<file path="config.mk">
export PLATFORM = sky130hd
export DESIGN_NAME = mem_arbiter
export DESIGN_NICKNAME = d
export VERILOG_FILES = /design/src/rtl/mem_arbiter.sv
export SDC_FILE = /design/constraint.sdc
export NUM_CORES = 1
export LEC_CHECK = 0
export ABC_AREA = 0
export CAP_MARGIN = 40
export CORE_MARGIN = 2
export CORE_UTILIZATION = 29
export CTS_CLUSTER_DIAMETER = 50
export DETAILED_ROUTE_END_ITERATION = 7
export PLACE_DENSITY = 0.56
export SLEW_MARGIN = 40
export SYNTH_ARGS = -nofsm -noshare
export SYNTH_HDL_FRONTEND = slang
export SYNTH_SLANG_ARGS = --single-unit
</file>
<file path="constraint.sdc">
create_clock -name clk_i -period 6.93 [get_ports clk_i]
set_input_delay 1.386 -clock clk_i [delete_from_list [all_inputs] [get_ports clk_i]]
set_output_delay 1.386 -clock clk_i [all_outputs]
set_load 0.1 [all_outputs]
</file>
<file path="src/rtl/mem_arbiter.sv">
// Arbitrates one busy-handshaked memory between the fetch port and the data port.
// The data port has priority; a starvation counter forces a fetch grant after STARVE_MAX data grants.
//
// state  | meaning
// IDLE   | no op in flight, arbitrate on this edge
// BUSY_D | data op on the memory bus, waiting for busy to fall
// BUSY_I | fetch op on the memory bus, waiting for busy to fall
// RESP   | one-cycle completion, done pulse and read data valid
module mem_arbiter #(
   parameter int WIDTH      = 32,
   parameter int ADDRWIDTH  = 32,
   parameter int STARVE_MAX = 4,
   parameter int TIMEOUT    = 255
) (
   input  logic                 clk_i,
   input  logic                 rst_i,
   input  logic                 i_read_i,
   input  logic [ADDRWIDTH-1:0] i_addr_i,
   output logic [WIDTH-1:0]     i_rdata_o,
   output logic                 i_done_o,
   output logic                 i_stall_o,
   input  logic                 d_read_i,
   input  logic                 d_write_i,
   input  logic [ADDRWIDTH-1:0] d_addr_i,
   input  logic [WIDTH-1:0]     d_wdata_i,
   output logic [WIDTH-1:0]     d_rdata_o,
   output logic                 d_done_o,
   output logic                 d_stall_o,
   output logic                 mem_read_o,
   output logic                 mem_write_o,
   output logic [ADDRWIDTH-1:0] mem_addr_o,
   output logic [WIDTH-1:0]     mem_wdata_o,
   input  logic                 mem_busy_i,
   input  logic [WIDTH-1:0]     mem_rdata_i,
   output logic                 err_o
);

   localparam int SW = (STARVE_MAX < 1) ? 1 : $clog2(STARVE_MAX + 1);
   localparam logic [SW-1:0] STARVE_LIM = SW'(STARVE_MAX);
   localparam logic [7:0]    WD_LIM     = 8'(TIMEOUT);

   typedef enum logic [1:0] {IDLE, BUSY_D, BUSY_I, RESP} state_t;

   state_t        state;
   logic [SW-1:0] starve_cnt;
   logic [7:0]    wd_cnt;
   logic          seen_busy;
   logic          d_req;
   logic          grant_i;
   logic          complete;
   logic          wd_expired;
   logic [WIDTH-1:0] rdata_sel;

   assign d_req      = d_read_i | d_write_i;
   assign grant_i    = i_read_i && ((starve_cnt == STARVE_LIM) || !d_req);
   assign complete   = !mem_busy_i && seen_busy;
   assign wd_expired = (wd_cnt == WD_LIM);
   // A normal completion wins over a watchdog expiry on the same edge.
   assign rdata_sel  = complete ? mem_rdata_i : '0;

   assign i_stall_o = i_read_i & ~i_done_o;
   assign d_stall_o = d_req & ~d_done_o;

   always_ff @(posedge clk_i or posedge rst_i) begin
      if (rst_i) begin
         state       <= IDLE;
         starve_cnt  <= '0;
         wd_cnt      <= '0;
         seen_busy   <= 1'b0;
         mem_read_o  <= 1'b0;
         mem_write_o <= 1'b0;
         mem_addr_o  <= '0;
         mem_wdata_o <= '0;
         i_rdata_o   <= '0;
         d_rdata_o   <= '0;
         i_done_o    <= 1'b0;
         d_done_o    <= 1'b0;
         err_o       <= 1'b0;
      end else begin
         i_done_o <= 1'b0;
         d_done_o <= 1'b0;
         case (state)
            IDLE: begin
               if (grant_i) begin
                  state       <= BUSY_I;
                  mem_read_o  <= 1'b1;
                  mem_write_o <= 1'b0;
                  mem_addr_o  <= i_addr_i;
                  mem_wdata_o <= '0;
                  starve_cnt  <= '0;
               end else if (d_req) begin
                  state       <= BUSY_D;
                  mem_read_o  <= ~d_write_i;
                  mem_write_o <= d_write_i;
                  mem_addr_o  <= d_addr_i;
                  mem_wdata_o <= d_write_i ? d_wdata_i : '0;
                  if (d_read_i && d_write_i)
                     err_o <= 1'b1;
                  if (!i_read_i)
                     starve_cnt <= '0;
                  else if (starve_cnt != STARVE_LIM)
                     starve_cnt <= starve_cnt + SW'(1);
               end else begin
                  starve_cnt <= '0;
               end
            end
            BUSY_D, BUSY_I: begin
               if (mem_busy_i)
                  seen_busy <= 1'b1;
               if (complete || wd_expired) begin
                  state       <= RESP;
                  mem_read_o  <= 1'b0;
                  mem_write_o <= 1'b0;
                  if (!complete)
                     err_o <= 1'b1;
                  if (state == BUSY_D) begin
                     d_done_o <= 1'b1;
                     if (!mem_write_o)
                        d_rdata_o <= rdata_sel;
                  end else begin
                     i_done_o  <= 1'b1;
                     i_rdata_o <= rdata_sel;
                  end
               end else begin
                  wd_cnt <= wd_cnt + 8'd1;
               end
            end
            RESP: begin
               state     <= IDLE;
               seen_busy <= 1'b0;
               wd_cnt    <= '0;
            end
            default: state <= IDLE;
         endcase
      end
   end

endmodule

</file>
Fig. 1: M3 wires
Scale bar: 50 µm.
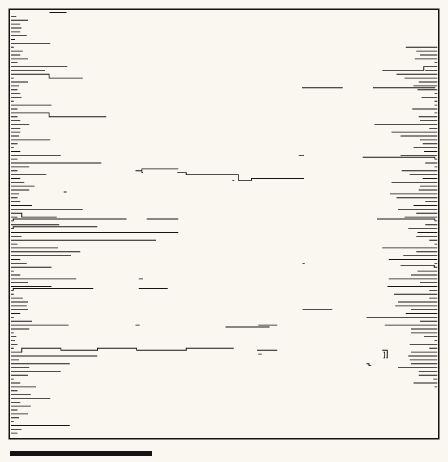
share of all routed wire: 11%
nets with wire on the layer: 207
global-route met3 utilization: 6.265%
via count: 5058
Routed WL: 18300 µm

==> metrics.csv <==
stage,metric,value,unit
drt,WL met2,8156,µm
drt,DR top layer,met5,
final_layout,most numerous logic cell after layout,dfrtp_1,
final_layout,bufs w/o clock,277,
clock_tree,worst skew pair latency,0.42,ns
synth,flip-flops with a built-in enable,0,
placement,Detail Placement HPWL,13270,µm
final_timing,RSZ-0062 raised after global routing,false,
synth,Mapped Avg Cell Area,11.54,µm²
global_routing,antenna violations before repair,2,
global_routing,pin count of the biggest net entering global routing,109,
synth,Mapped Cells,542,
worst_setup_path,endpoint class of the critical path,primary output,
clock_tree,CTS tree,yes,
final_layout,Top Layout Cells,"147 x dfrtp_1, 135 x buf_2, 133 x clkdlybuf4s50_1",
global_routing,GRT busiest layer,met2,
final_timing,fmax,0.2426,GHz
synth,post-synthesis cell count from yosys,542,
final_layout,Util after Layout,43.42,%
worst_setup_path,CP peak stage delay,0.63,ns
clock_tree,setup bufs post-CTS,0,
final_layout,proportion of layout cells with a drive suffix above 1,22.48,%
final_layout,fill count,2004,
outcome,status,"complete, no violations",
final_timing,Final min period,4.121,ns
clock_tree,CTS clock-pin slew for the worst setup and hold paths,0.06,ns
global_routing,vias in the first global route,5180,
drt,drt wl/cell,16.78,µm
final_timing,Worst Tran Pin Value,0.5985,ns
synth,synthesized area,6252,µm²
synth,ys flops,147,
worst_setup_path,Crit path max-delay family,buffers and inverters,
final_timing,Max Transition Viols Final,0,
worst_setup_path,Worst Setup Path Type,in2out,
final_timing,Tcrit/Tclk final,59.47,%
clock_tree,cts hold-fix bufs,0,
worst_setup_path,crit path max fanout,8,
synth,XOR/XNOR Area Share,0,%
final_layout,Inverters excl. clock,42,
global_routing,Tot GR Track Use,16.13,%
placement,routability-driven placement congestion ratio,0.7649,
clock_tree,clock tree sinks,147,
synth,Most common reg cell,dfrtp_1,
placement,Inst Count DP,1057,
floorplanning,floorplan utilization,29.65,%
final_layout,FF+latch area,3679,µm²
clock_tree,number of buffers created by CTS,17,
drt,number of DRC markers in iteration 0,163,
floorplanning,die height,150.8,µm
synth,Synth Seq Share,58.84,%
worst_setup_path,startpoint types,input pin,
run,OpenROAD warnings,33,
final_layout,Logic area,2253,µm²
final_timing,final hold vios,0,
final_timing,Finish-stage setup viols,0,
min_path,Min-Delay Path Class,reg2reg,
Fig. 2: placed cells, one color a class
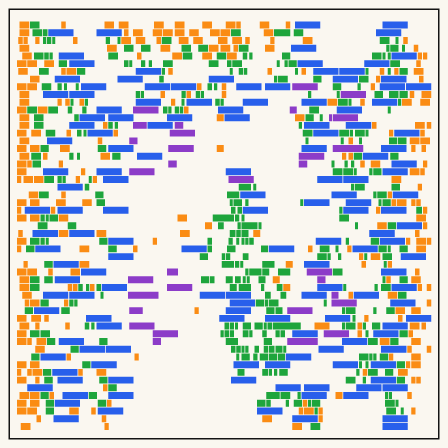
[clock drivers and dummy loads] purple | cells: 32 | share of their area: 7.1%
[flops] blue | cells: 147 | share of their area: 42%
[combinational and other logic] green | cells: 358 | share of their area: 28%
[other buffers and delay cells] orange | cells: 277 | share of their area: 24%
sequential share of cell area: 40.17%
row count: 53

final timing paths:
path                                 from        endpoint  slack (ns)  cells after the start
min in group asynchronous           rst_i   i_rdata_o[29]        1.45                      2
hold / removal             mem_addr_o[16]  mem_addr_o[16]        0.47                      2
max in group asynchronous           rst_i   d_rdata_o[20]        4.53                      3
hold reg to reg            mem_addr_o[16]  mem_addr_o[16]        0.47                      2
setup reg to reg                 state[0]    i_rdata_o[5]        4.59                      6
setup / recovery                d_write_i       d_stall_o        2.81                      4
through the flow:
stage	cell area [µm²]
finish	9156
global route	9154
global placement	9181
detailed placement	8523
floorplan	6252
CTS	9149
tightest hold or removal path, stage by stage (launching register included):
cell	delay [ns]
dfrtp_1	0.33
nand2_1	0.04
o21ai_0	0.06
synthesized netlist by cell type, types with 2 or more instances:
cell type  instances  area share (%)
dfrtp_1          147              59
nand2_1           75             4.5
a22o_1            66             9.2
mux2i_1           64              10
o21ai_0           46             3.7
inv_1             41             2.5
clkbuf_1          22             1.3
a21oi_1            8            0.64
nor2_1             8            0.48
ha_1               7             1.4
buf_2              6            0.48
buf_4              4            0.48
buf_6              4            0.72
a41oi_1            3            0.42
and4_1             3            0.42
nand3_1            3            0.24
o2bb2ai_1          3            0.42
a22oi_1            2            0.24
and2_1             2            0.20
and3_1             2            0.20
nand3b_1           2            0.24
nand4_1            2            0.20
nor2b_1            2            0.20
o21a_1             2            0.24
o41ai_1            2            0.28
or3_1              2            0.20
state kept, by name (all words and copies together) (netlist names):
register and cells:
i_done_o 1, seen_busy 1, d_rdata_o 32, mem_addr_o 32
state 2, starve_cnt 3, mem_write_o 1, mem_wdata_o 32
d_done_o 1, wd_cnt 8, mem_read_o 1, err_o 1
i_rdata_o 32
